[config.mk]
export PLATFORM = sky130hd
export DESIGN_NAME = cmd_fetch
export DESIGN_NICKNAME = d
export VERILOG_FILES = /design/src/rtl/cmd_fetch_pkg.sv /design/src/rtl/cmd_fetch_fifo.sv /design/src/rtl/cmd_fetch.sv
export SDC_FILE = /design/constraint.sdc
export NUM_CORES = 1
export LEC_CHECK = 0
export CAP_MARGIN = 20
export CORE_MARGIN = 10
export CORE_UTILIZATION = 56
export DETAILED_ROUTE_END_ITERATION = 8
export PLACE_DENSITY = 0.88
export SYNTH_ARGS = -nofsm -noshare
export SYNTH_HDL_FRONTEND = slang
export SYNTH_HIERARCHICAL = 1
export SYNTH_SLANG_ARGS = --single-unit
export TNS_END_PERCENT = 100
[constraint.sdc]
create_clock -name clk -period 7 [get_ports clk]
set_input_delay 1.4 -clock clk [delete_from_list [all_inputs] [get_ports clk]]
set_output_delay 1.4 -clock clk [all_outputs]
set_load 0.01 [all_outputs]
[src/rtl/cmd_fetch_pkg.sv]
// Shared constants, FSM encoding and command-word sequencing for the command fetcher.
package cmd_fetch_pkg;

  localparam int unsigned CMD_WORDS        = 4;
  localparam logic [31:0] CMD_BASE_DEFAULT = 32'h0000_0000;
  localparam int unsigned MAX_CMDS_DEFAULT = 32;

  localparam logic [1:0] W_OP_STRIDE = 2'd0;
  localparam logic [1:0] W_CH_SIZE   = 2'd1;
  localparam logic [1:0] W_RD_ADDR   = 2'd2;
  localparam logic [1:0] W_WB_ADDR   = 2'd3;

  typedef enum logic [1:0] {
    ST_IDLE  = 2'd0,
    ST_FETCH = 2'd1,
    ST_DRAIN = 2'd2,
    ST_DONE  = 2'd3
  } state_e;

  // Word order inside one command; the write-back address wraps to the next op word.
  function automatic logic [1:0] next_word(input logic [1:0] w);
    logic [1:0] n;
    case (w)
      W_OP_STRIDE: n = W_CH_SIZE;
      W_CH_SIZE:   n = W_RD_ADDR;
      W_RD_ADDR:   n = W_WB_ADDR;
      default:     n = W_OP_STRIDE;
    endcase
    return n;
  endfunction

endpackage

[src/rtl/cmd_fetch_fifo.sv]
// Show-ahead synchronous FIFO: rdata always shows the oldest entry, pop just advances.
module sync_fifo #(
  parameter int unsigned WIDTH = 32,
  parameter int unsigned DEPTH = 8
) (
  input  logic                       clk,
  input  logic                       rst_n,
  input  logic                       push,
  input  logic [WIDTH-1:0]           wdata,
  input  logic                       pop,
  output logic [WIDTH-1:0]           rdata,
  output logic                       empty,
  output logic [$clog2(DEPTH):0]     count
);

  localparam int unsigned AW = $clog2(DEPTH);

  logic [WIDTH-1:0] mem_q [DEPTH];
  logic [AW-1:0]    wr_ptr_q, wr_ptr_d;
  logic [AW-1:0]    rd_ptr_q, rd_ptr_d;
  logic [AW:0]      count_q, count_d;
  logic             do_push, do_pop;

  assign empty   = (count_q == '0);
  assign do_pop  = pop && !empty;
  assign do_push = push && ((count_q != (AW+1)'(DEPTH)) || do_pop);
  assign rdata   = mem_q[rd_ptr_q];
  assign count   = count_q;

  // NOTE: combinational next-state uses blocking '=' with every output defaulted first,
  // which rules out latches; only the always_ff blocks below use '<='.
  always_comb begin
    wr_ptr_d = wr_ptr_q;
    rd_ptr_d = rd_ptr_q;
    count_d  = count_q;
    if (do_push) wr_ptr_d = wr_ptr_q + 1'b1;
    if (do_pop)  rd_ptr_d = rd_ptr_q + 1'b1;
    count_d = count_q + (AW+1)'(do_push) - (AW+1)'(do_pop);
  end

  always_ff @(posedge clk) begin
    if (!rst_n) begin
      wr_ptr_q <= '0;
      rd_ptr_q <= '0;
      count_q  <= '0;
    end else begin
      wr_ptr_q <= wr_ptr_d;
      rd_ptr_q <= rd_ptr_d;
      count_q  <= count_d;
    end
  end

  // NOTE: storage is deliberately not reset; the pointers and count define validity,
  // and the consumer masks rdata while empty.
  always_ff @(posedge clk) begin
    if (do_push) mem_q[wr_ptr_q] <= wdata;
  end

endmodule

[src/rtl/cmd_fetch.sv]
// Streams a list of 4-word commands from SDRAM into a prefetch FIFO for the sequencer,
// issuing reads only while buffer space is guaranteed for every outstanding response.
module cmd_fetch
  import cmd_fetch_pkg::*;
#(
  parameter logic [31:0] CMD_BASE   = CMD_BASE_DEFAULT,
  parameter int unsigned MAX_CMDS   = MAX_CMDS_DEFAULT,
  parameter int unsigned FIFO_DEPTH = 8
) (
  input  logic        clk,
  input  logic        rst_n,
  input  logic        start,
  input  logic [6:0]  cmd_size,
  output logic        mem_re,
  output logic [31:0] mem_addr,
  input  logic        mem_gnt,
  input  logic        mem_rvalid,
  input  logic [31:0] mem_rdata,
  output logic [31:0] cmd,
  output logic        cmd_valid,
  input  logic        cmd_ready,
  output logic        cmd_last,
  output logic        cmd_fifo_empty,
  output logic        busy,
  output logic        done,
  output logic        cfg_err
);

  localparam int unsigned CNT_W = $clog2(MAX_CMDS + 1);
  localparam int unsigned WI_W  = CNT_W + 2;
  localparam int unsigned FW    = $clog2(FIFO_DEPTH) + 1;

  state_e            state_q, state_d;
  logic [CNT_W-1:0]  cmd_total_q, cmd_total_d;
  logic [WI_W-1:0]   words_issued_q, words_issued_d;
  logic [FW-1:0]     outstanding_q, outstanding_d;
  logic [1:0]        out_word_q, out_word_d;
  logic              mem_re_q, mem_re_d;
  logic [31:0]       mem_addr_q, mem_addr_d;
  logic              busy_q, busy_d;
  logic              done_q, done_d;
  logic              cfg_err_q, cfg_err_d;

  logic [FW-1:0]     fifo_count;
  logic              fifo_empty;
  logic [31:0]       fifo_rdata;
  logic              fifo_push, fifo_pop, accepted, oversize;
  logic [WI_W-1:0]   total_words;
  logic [FW:0]       inflight;

  sync_fifo #(
    .WIDTH (32),
    .DEPTH (FIFO_DEPTH)
  ) u_fifo (
    .clk   (clk),
    .rst_n (rst_n),
    .push  (fifo_push),
    .wdata (mem_rdata),
    .pop   (fifo_pop),
    .rdata (fifo_rdata),
    .empty (fifo_empty),
    .count (fifo_count)
  );

  always_comb begin
    accepted    = mem_re_q && mem_gnt;
    fifo_push   = mem_rvalid && (state_q == ST_FETCH || state_q == ST_DRAIN) && (outstanding_q != '0);
    fifo_pop    = !fifo_empty && cmd_ready;
    total_words = WI_W'(cmd_total_q) * WI_W'(CMD_WORDS);
    oversize    = 32'(cmd_size) > MAX_CMDS;
    // Upper bound on buffer occupancy next cycle; a pop this cycle is ignored on purpose.
    inflight    = {1'b0, fifo_count} + {1'b0, outstanding_q} + (FW+1)'(accepted);

    state_d        = state_q;
    cmd_total_d    = cmd_total_q;
    words_issued_d = words_issued_q + WI_W'(accepted);
    outstanding_d  = outstanding_q + FW'(accepted) - FW'(fifo_push);
    out_word_d     = fifo_pop ? next_word(out_word_q) : out_word_q;
    mem_re_d       = 1'b0;
    mem_addr_d     = mem_addr_q;
    done_d         = 1'b0;
    cfg_err_d      = cfg_err_q;

    case (state_q)
      ST_IDLE: begin
        if (start) begin
          cfg_err_d      = oversize;
          cmd_total_d    = oversize ? CNT_W'(MAX_CMDS) : CNT_W'(cmd_size);
          words_issued_d = '0;
          outstanding_d  = '0;
          out_word_d     = W_OP_STRIDE;
          if (cmd_size == '0) begin
            state_d = ST_DONE;
            done_d  = 1'b1;
          end else begin
            state_d = ST_FETCH;
          end
        end
      end
      ST_FETCH: begin
        if (words_issued_d == total_words) begin
          state_d = ST_DRAIN;
        end else if ((mem_re_q && !mem_gnt) || (inflight < (FW+1)'(FIFO_DEPTH))) begin
          mem_re_d   = 1'b1;
          mem_addr_d = CMD_BASE + 32'(words_issued_d);
        end
      end
      ST_DRAIN: begin
        if (fifo_empty && outstanding_q == '0) begin
          state_d = ST_DONE;
          done_d  = 1'b1;
        end
      end
      default: state_d = ST_IDLE;
    endcase

    busy_d = (state_d != ST_IDLE);
  end

  always_ff @(posedge clk) begin
    if (!rst_n) begin
      state_q        <= ST_IDLE;
      cmd_total_q    <= '0;
      words_issued_q <= '0;
      outstanding_q  <= '0;
      out_word_q     <= W_OP_STRIDE;
      mem_re_q       <= 1'b0;
      mem_addr_q     <= '0;
      busy_q         <= 1'b0;
      done_q         <= 1'b0;
      cfg_err_q      <= 1'b0;
    end else begin
      state_q        <= state_d;
      cmd_total_q    <= cmd_total_d;
      words_issued_q <= words_issued_d;
      outstanding_q  <= outstanding_d;
      out_word_q     <= out_word_d;
      mem_re_q       <= mem_re_d;
      mem_addr_q     <= mem_addr_d;
      busy_q         <= busy_d;
      done_q         <= done_d;
      cfg_err_q      <= cfg_err_d;
    end
  end

  assign mem_re         = mem_re_q;
  assign mem_addr       = mem_addr_q;
  assign cmd            = fifo_empty ? '0 : fifo_rdata;
  assign cmd_valid      = !fifo_empty;
  assign cmd_last       = !fifo_empty && (out_word_q == W_WB_ADDR);
  assign cmd_fifo_empty = fifo_empty && (state_q == ST_IDLE || state_q == ST_DONE ||
                                         (state_q == ST_DRAIN && outstanding_q == '0));
  assign busy           = busy_q;
  assign done           = done_q;
  assign cfg_err        = cfg_err_q;

endmodule

==> flow_metrics.tcl, run 1 <==
# place-and-route summary
set metrics [dict create \
    drcViolationCount 0 \
    place_hpwl_mm 15.2 \
    hold_end "mem_addr[5]" \
    htree_levels 1 \
    routed_via_density 5.93 \
    firstDrtPassIters 5 \
    rsz0062_at_grt "false" \
    dr.max_layer_used "met4" \
    path_delay_family "buffers and inverters" \
    largest_area_cell "edfxtp_1" \
    yosys_most_used_dff "edfxtp_1" \
    crit_path_end_kind "output pin" \
    gr-usage-all-layers 0.182 \
    topCellsByArea "edfxtp_1 60%, mux4_1 8.2%, dfxtp_1 7.3%" \
    nWellTaps 285 \
    edf_count 256 \
    whs_ns 0.460 \
    antenna_cells 2 \
    p_sw_frac 0.262 \
    wire_per_inst_um 23.7 \
    dp_slack_ns 2.58 \
    reg2reg_depth 8 \
    ys_seq_frac 0.673 \
    regToRegStartpoint "u_fifo/count[2]" \
    logic_area_mm2 0.00389 \
    antenna_found_initial 2 \
    p_int_mw 3.30 \
    routed-wl-met2_mm 13.6 \
    use_met1 0.223 \
    grt.met3_usage 0.0367 \
    clock-root-buffer "clkbuf_16" \
    ant_nets 0 \
    busiest_layer "met2" \
    power_frac_comb 0.207 \
    place_area_mm2 0.0140 \
    drv_cap 0 \
    dp_cells 1079 \
    wl_met1_mm 10.6 \
    comb_share 0.262 \
    synth-async-reset-ratio 0 \
    ys_types 64 \
    postSynthCellCount 720 \
    fin_setup_tns_ns 0 \
    topCombFamilyByArea "multiplexers" \
    portBuffers 91 \
    clock_tree_area_fraction 0.0606 \
    r2r_end "u_fifo/mem_q[6][30]" \
    num-nonclk-inverters 20 \
    grt_util_met2 0.314 \
    xor_area_frac 0.00996 \
    path_clk_slew_ns 0.06 \
    die_w_um 171 \
    cp_cell_sequence "buf_4, mux4_1, mux2_2, nor2b_1, clkdlybuf4s50_1" \
    synth_top_area_share 0.600 \
    layout_setup_ws_ns 1.99 \
    syn2layout_area_growth_pct 16.2 \
    status "complete, no violations" \
    skew_ns 0.00882 \
    mostFrequentLayoutCells "256 x edfxtp_1, 91 x clkdlybuf4s50_1, 44 x dfxtp_1" \
    ys_cells 720 \
    slew_headroom 0.316 \
    wl_met3_mm 1.78 \
    drt_iter0_markers 563 \
    cp_max_fo 36 \
    fillers 1466 \
    cts_resized 0 \
    worstSetupPathType "register to output pin" \
    hold_viol 0 \
    signal_buffers 105 \
    power_frac_seq 0.461 \
    r2r_setup_slack_ns 3.60 \
    period_needed_ns 5.01 \
    grt.overflow.total 0 \
    min-delay-start "mem_addr[5]" \
    seq_area_mm2 0.00863 \
    worstHoldPathCells 2 \
    layout.cells.non_filler 1133 \
    cts_buffers 29 \
    vias 6722 \
    largest_class "registers" \
    comb_cells 366 \
    drt_wl_total_mm 26.8 \
    synth-simple-area-share 0.0644 \
    largest_register_ff_count 256 \
    numClockSinks 303 \
    ios 116 \
    crit_end "cmd[5]" \
    finalCritPeriodShare 0.715 \
    setup_viol 0 \
    grt_pass1_wl_mm 40.8 \
    post_cts_buffers 0 \
    postSynthAreaPerCell_um2 17.8 \
    final_nets 897 \
    seq_area_frac 0.580 \
    grt_pass1_vias 6853 \
    fmax_mhz 200 \
    cp-start-kind "register" \
    drive_gt1_frac 0.161 \
    mux_share 0.164 \
    warnings 32 \
    netlist_area_mm2 0.0128 \
    critPathMaxStageDelay_ns 0.73 \
    tightest_slew_ns 1.02 \
    cp_slowest_cell "mux4_1" \
    power.leakage_nw 4.95 \
    cp.buffers_inverters 2 \
    ys_ff 303 \
    cts_tree "done" \
    grt_max_degree 44 \
    dieArea_mm2 0.0293 \
    place_congestion 0.842 \
    cp.depth 5 \
    num_rows 55 \
    top_register "u_fifo/mem_q" \
    yosysChipArea_mm2 0.0128 \
    total_power_mw 4.47 \
    clock_path_buffers 3 \
    layout_top_cell "edfxtp_1" \
    adder_share 0.0275 \
    final-max-slew-violation-count 0 \
    ys_sh_aoi 0.0270 \
    yosysWarnings 6 \
    clk_latency_ns 0.56 \
    power.switching_mw 1.17 \
    design_area_mm2 0.0149 \
    hold_class "register to register" \
]
## run 1: cell usage after synthesis (all sizes together) (2+ instances only)
library cell  count
or3               2
edfxtp          256
nor2             22
o21a              3
nor4              4
clkbuf           14
a311oi            2
nand4             2
ha               25
and2              7
xnor2             7
buf              40
inv              20
or3b              2
o21ai             5
dfxtp            47
a31oi             2
mux2i            12
fa                2
nand4b            2
nand2            26
a211oi            2
a22o              5
mux2             34
mux4             64
and3              5
nor2b            43
nand2b           10
nand3             9
a21oi             7
nor3b             5
a21o              3
nor3              7
xor2              5
## run 1: power groups by stage
stage,logic (mW),registers (mW),clock network (mW)
after global placement,0.901,2.10,0
after floorplan,0.557,2.04,0
after detailed placement,0.923,2.10,0
after CTS,0.938,2.06,1.50
after global routing,0.999,2.07,1.58
final,0.923,2.06,1.48
Run 1, metal 3:
Drawn at 3 px/um. Cells faint in the background.
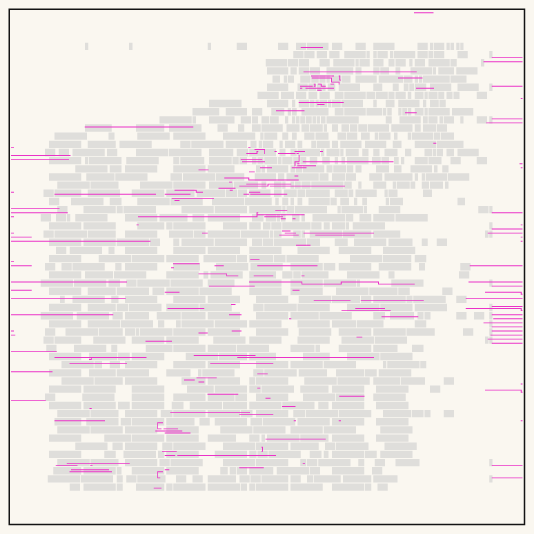
wire length on this layer: 1,780 um
longest straight run: 46.2 um
share of all routed wire: 6.6%
main direction: horizontal
nets with wire on the layer: 122

Run 1, local utilization:
Drawn at 2 px/um. 17 x 17 tiles, from white (low) to dark blue (high), 0 to 100% covered.
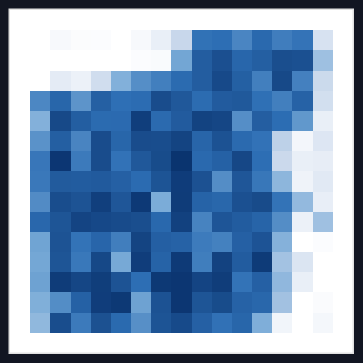
fullest tile: 99%
nearly empty tiles: 28%
mean over tiles: 50%
densest ninth of the die: centre
tiles over 75% full: 41%
final core utilization: 0.659
core area: 0.0226 mm^2
Initial Util: 0.568

Run 1, signal wires on met1:
Drawn at 1.5 px/um. Supply wires on this layer in grey.
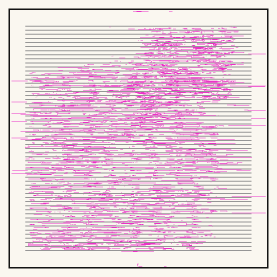
main direction: horizontal
share of all routed wire: 40%

==> inputs of run 2 (changes only) <==
clock period = 5.1 ns   (was 7 ns; I/O delays follow)
==> flow_metrics.tcl, run 2 <==
# place-and-route summary
set metrics [dict create \
    ys_types 64 \
    cp_max_fo 29 \
    topCombFamilyByArea "multiplexers" \
    path_clk_slew_ns 0.06 \
    arrival_ns 3.20 \
    cp_slowest_cell "dfxtp_4" \
    edf_count 256 \
    pwr-share-clk 0.334 \
    synth-async-reset-ratio 0 \
    netlist_area_mm2 0.0128 \
    crit_end "cmd[4]" \
    cts_resized 0 \
    gr-usage-all-layers 0.181 \
    p_sw_frac 0.260 \
    topCellsByArea "edfxtp_1 60%, mux4_1 8.2%, dfxtp_1 7.3%" \
    worstHoldPathCells 2 \
    fmax_mhz 237 \
    whs_ns 0.465 \
    clk_latency_ns 0.56 \
    cp-start-kind "register" \
    antenna_found_initial 0 \
    utilization 0.662 \
    hold_class "register to register" \
    top_cell "edfxtp_1" \
    layout.cells.non_filler 1135 \
    postSynthAreaPerCell_um2 17.8 \
    power_density_mw_per_mm2 412 \
    grt_pass1_vias 6954 \
    postSynthCellCount 720 \
    path_delay_family "multiplexers" \
    antenna_cells 0 \
    slew_headroom 0.309 \
    ys_seq_frac 0.673 \
    hold_viol 0 \
    crit_path_end_kind "output pin" \
    use_met1 0.222 \
    synth-simple-area-share 0.0644 \
    critPathMaxStageDelay_ns 0.70 \
    power_frac_seq 0.460 \
    place_congestion 0.844 \
    hold_end "mem_addr[2]" \
    adder_share 0.0275 \
    place_area_mm2 0.0140 \
    drive_gt1_frac 0.162 \
    peakVddDrop_v 0.000556 \
    post_cts_buffers 0 \
    cp_cell_sequence "buf_4, mux4_1, mux2_2, nor2b_1, clkdlybuf4s50_1" \
    firstDrtPassIters 5 \
    ctsHoldBuffers 0 \
    top_register "u_fifo/mem_q" \
    grt.overflow.total 0 \
    min-delay-start "mem_addr[2]" \
    mux_share 0.164 \
    yosysWarnings 6 \
    setup_viol 0 \
    yosys_most_used_dff "edfxtp_1" \
    status "complete, no violations" \
    wire_per_inst_um 23.6 \
    clock-root-buffer "clkbuf_16" \
    die_w_um 171 \
    core_area_mm2 0.0226 \
    fp_util 0.568 \
    portBuffers 91 \
    final-max-slew-violation-count 0 \
    cts_buffers 29 \
    drv_cap 0 \
    final_nets 902 \
    r2r_end "u_fifo/count[2]" \
    power.leakage_nw 4.99 \
    cts_tree "done" \
    layout_top_cell "edfxtp_1" \
    finalCritPeriodShare 0.828 \
    num_rows 55 \
    wl_met3_mm 1.77 \
    grt.met3_usage 0.0323 \
    routed-wl-met2_mm 13.9 \
    ys_ff 303 \
    ys_cells 720 \
    mostFrequentLayoutCells "256 x edfxtp_1, 91 x clkdlybuf4s50_1, 44 x dfxtp_1" \
    dp_cells 1084 \
    ios 116 \
    busiest_layer "met2" \
    place_hpwl_mm 16.2 \
    grt_pass1_wl_mm 40.4 \
    wl_met1_mm 10.5 \
    clock_path_buffers 3 \
    ant_nets 0 \
    synthTopCellsByCount "256 x edfxtp_1, 47 x dfxtp_1, 43 x nor2b_1" \
    layout_setup_ws_ns 0.877 \
    grt_util_met2 0.319 \
    ys_sh_aoi 0.0270 \
    period_needed_ns 4.22 \
    grt_max_degree 39 \
    r2r_setup_slack_ns 1.98 \
    worstSetupPathType "register to output pin" \
    design_area_mm2 0.0150 \
    rsz0062_at_grt "false" \
    cp.buffers_inverters 2 \
    dp_slack_ns 1.27 \
    dr.max_layer_used "met4" \
    htree_levels 1 \
    syn2layout_area_growth_pct 16.7 \
    tightest_slew_ns 1.04 \
    fin_setup_tns_ns 0 \
    routed_via_density 5.87 \
    synth_top_area_share 0.600 \
    power.switching_mw 1.60 \
    drcViolationCount 0 \
    power_frac_comb 0.206 \
    largest_area_cell "edfxtp_1" \
    dieArea_mm2 0.0293 \
    regToRegStartpoint "u_fifo/count[2]" \
    cp.depth 5 \
    largest_register_ff_count 256 \
    xor_area_frac 0.00996 \
    reg2reg_depth 11 \
    total_power_mw 6.17 \
    fp.dieH_um 171 \
    p_int_mw 4.56 \
    yosysChipArea_mm2 0.0128 \
    warnings 33 \
    cp.required_ns 4.08 \
    drt_iter0_markers 511 \
]
[run 2: netlist changes by cell type in the layout (fill, tap and decap cells not counted)]
cell        before  now
clkinvlp_2       1    0
clkbuf_1         4    8
diode_2          2    0
clkinv_1         5    3
buf_4           14   17
buf_12           0    2
clkbuf_8         0    2
clkinv_2         7    3
[run 2: final cells by class]
cell class	count	area, um^2
clock buffers	39	783
clock inverters	12	129
fillers	1440	7620
inverters	20	75.1
multi-input cells	366	3890
flip-flops and latches	303	8630
well taps	285	357
repair buffers	110	1080
[run 2: power groups by stage]
stage	clock network (mW)	logic [mW]	registers, mW
floorplan	0	0.764	2.81
global placement	0	1.24	2.89
detailed placement	0	1.27	2.89
CTS	2.09	1.29	2.84
global route	2.19	1.37	2.85
finish	2.06	1.27	2.84
Run 2, the clock network:
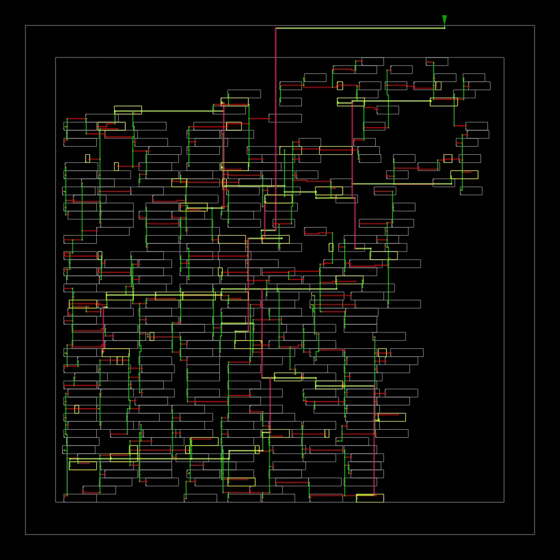
Layout Skew: 0.0174 ns
CTS sink cnt: 303

Run 2, signal wires on met1:
Drawn at 1.5 px/um. Supply wires on this layer in grey.
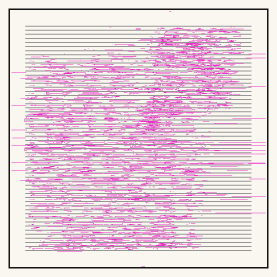
main direction: horizontal
share of all routed wire: 39%
wire length on this layer: 10,500 um
longest straight run: 51.1 um
Total Routed Length: 26.7 mm
vias: 6,663

==> inputs of run 3 (changes only) <==
clock period = 4.2 ns   (was 5.1 ns; I/O delays follow)
==> flow_metrics.tcl, run 3 <==
# place-and-route summary
set metrics [dict create \
    worstHoldPathCells 2 \
    firstDrtPassIters 5 \
    ys_types 64 \
    p_sw_frac 0.265 \
    dr.max_layer_used "met4" \
    wl_met3_mm 1.86 \
    signal_buffers 115 \
    nClkBuffers 39 \
    ios 116 \
    p_seq_mw 3.42 \
    top_register "u_fifo/mem_q" \
    num-nonclk-inverters 20 \
    tightest_slew_ns 0.982 \
    final_nets 907 \
    hold_end "mem_addr[5]" \
    whs_ns 0.456 \
    busiest_layer "met2" \
    cp_max_fo 29 \
    gr-usage-all-layers 0.180 \
    topCombFamilyByArea "multiplexers" \
    postSynthCellCount 720 \
    fmax_mhz 250 \
    wire_per_inst_um 23.5 \
    peakVddDrop_v 0.000502 \
    ant_nets 0 \
    cts_tree "done" \
    power_frac_seq 0.460 \
    drt_iter0_markers 553 \
    mostFrequentLayoutCells "256 x edfxtp_1, 91 x clkdlybuf4s50_1, 44 x dfxtp_1" \
    core_area_mm2 0.0226 \
    min-delay-start "mem_addr[5]" \
    setup_viol 0 \
    regToRegStartpoint "u_fifo/count[2]" \
    use_met1 0.230 \
    htree_levels 1 \
    synth-async-reset-ratio 0 \
    xor_area_frac 0.00996 \
    cts_resized 0 \
    topCellsByArea "edfxtp_1 60%, mux4_1 8.2%, dfxtp_1 7.3%" \
    ys_cells 720 \
    numClockSinks 303 \
    place_hpwl_mm 15.8 \
    power_frac_comb 0.214 \
    arrival_ns 3.17 \
    grt.overflow.total 0 \
    wl_met1_mm 10.9 \
    mux_share 0.164 \
    grt_util_met2 0.308 \
    warnings 33 \
    buf_share 0.0746 \
    pg_clk_mw 2.43 \
    pwr-share-clk 0.327 \
    place_congestion 0.841 \
    clock_tree_area_fraction 0.0590 \
    fp.dieH_um 171 \
    ctsHoldBuffers 0 \
    routed-wl-met2_mm 13.3 \
    skew_ns 0.0137 \
    clock-root-buffer "clkbuf_16" \
    comb_share 0.260 \
    cp.required_ns 3.36 \
    status "complete, no violations" \
]
==> run 3: logic make-up (layout without fill, tap and decap cells) <==
group           count (synthesis)  after routing
xor+xnor                       13             13
flops                         303            303
compound gates                 43             43
other cells                     1             24
mux                           110            110
fa+ha+maj                      27             27
buf+inv                        74            189
simple gates                  149            149
==> run 3: through the flow <==
stage          area, um^2  instances  utilization  worst slack (ns)
6_report            15000       1143        0.663             0.193
3_3_place_gp        14100       1089        0.624             0.586
5_1_grt             15000       1143        0.663            0.0487
2_1_floorplan       12900        743            -            -0.925
4_1_cts             15000       1143        0.663             0.142
3_5_place_dp        14100       1089        0.624             0.532
==> run 3: critical path, stage by stage, from the launching register on <==
cell and delay (ns):
dfxtp_4 0.70, buf_4 0.36, mux4_1 0.62, mux2_2 0.31, nor2b_1 0.13, clkdlybuf4s50_1 0.50
Run 3, clock wires, drivers and flops:
Drawn at 2 px/um.
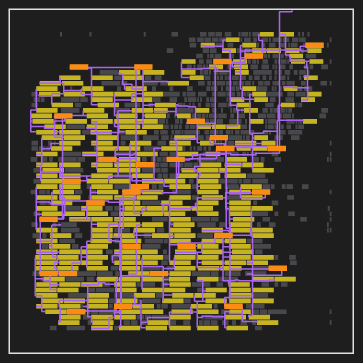
[yellow] flip-flops | count: 303
[orange] cells driving clock nets | count: 29
[purple] clock wires | length: 3,240 um
routed clock nets: 30

Run 3, local utilization:
Drawn at 2 px/um. 17 x 17 tiles, from white (low) to dark blue (high), 0 to 100% covered.
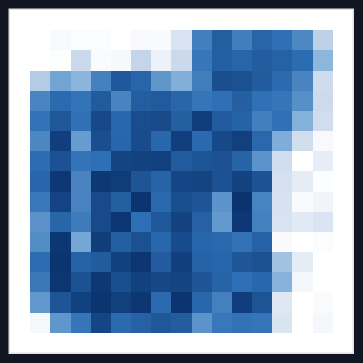
fullest tile: 98%
densest ninth of the die: centre
emptiest ninth of the die: lower right
tiles over 75% full: 42%
nearly empty tiles: 27%
final core utilization: 0.663

Power figures rest on the tool's default switching activity, not on a simulated workload.
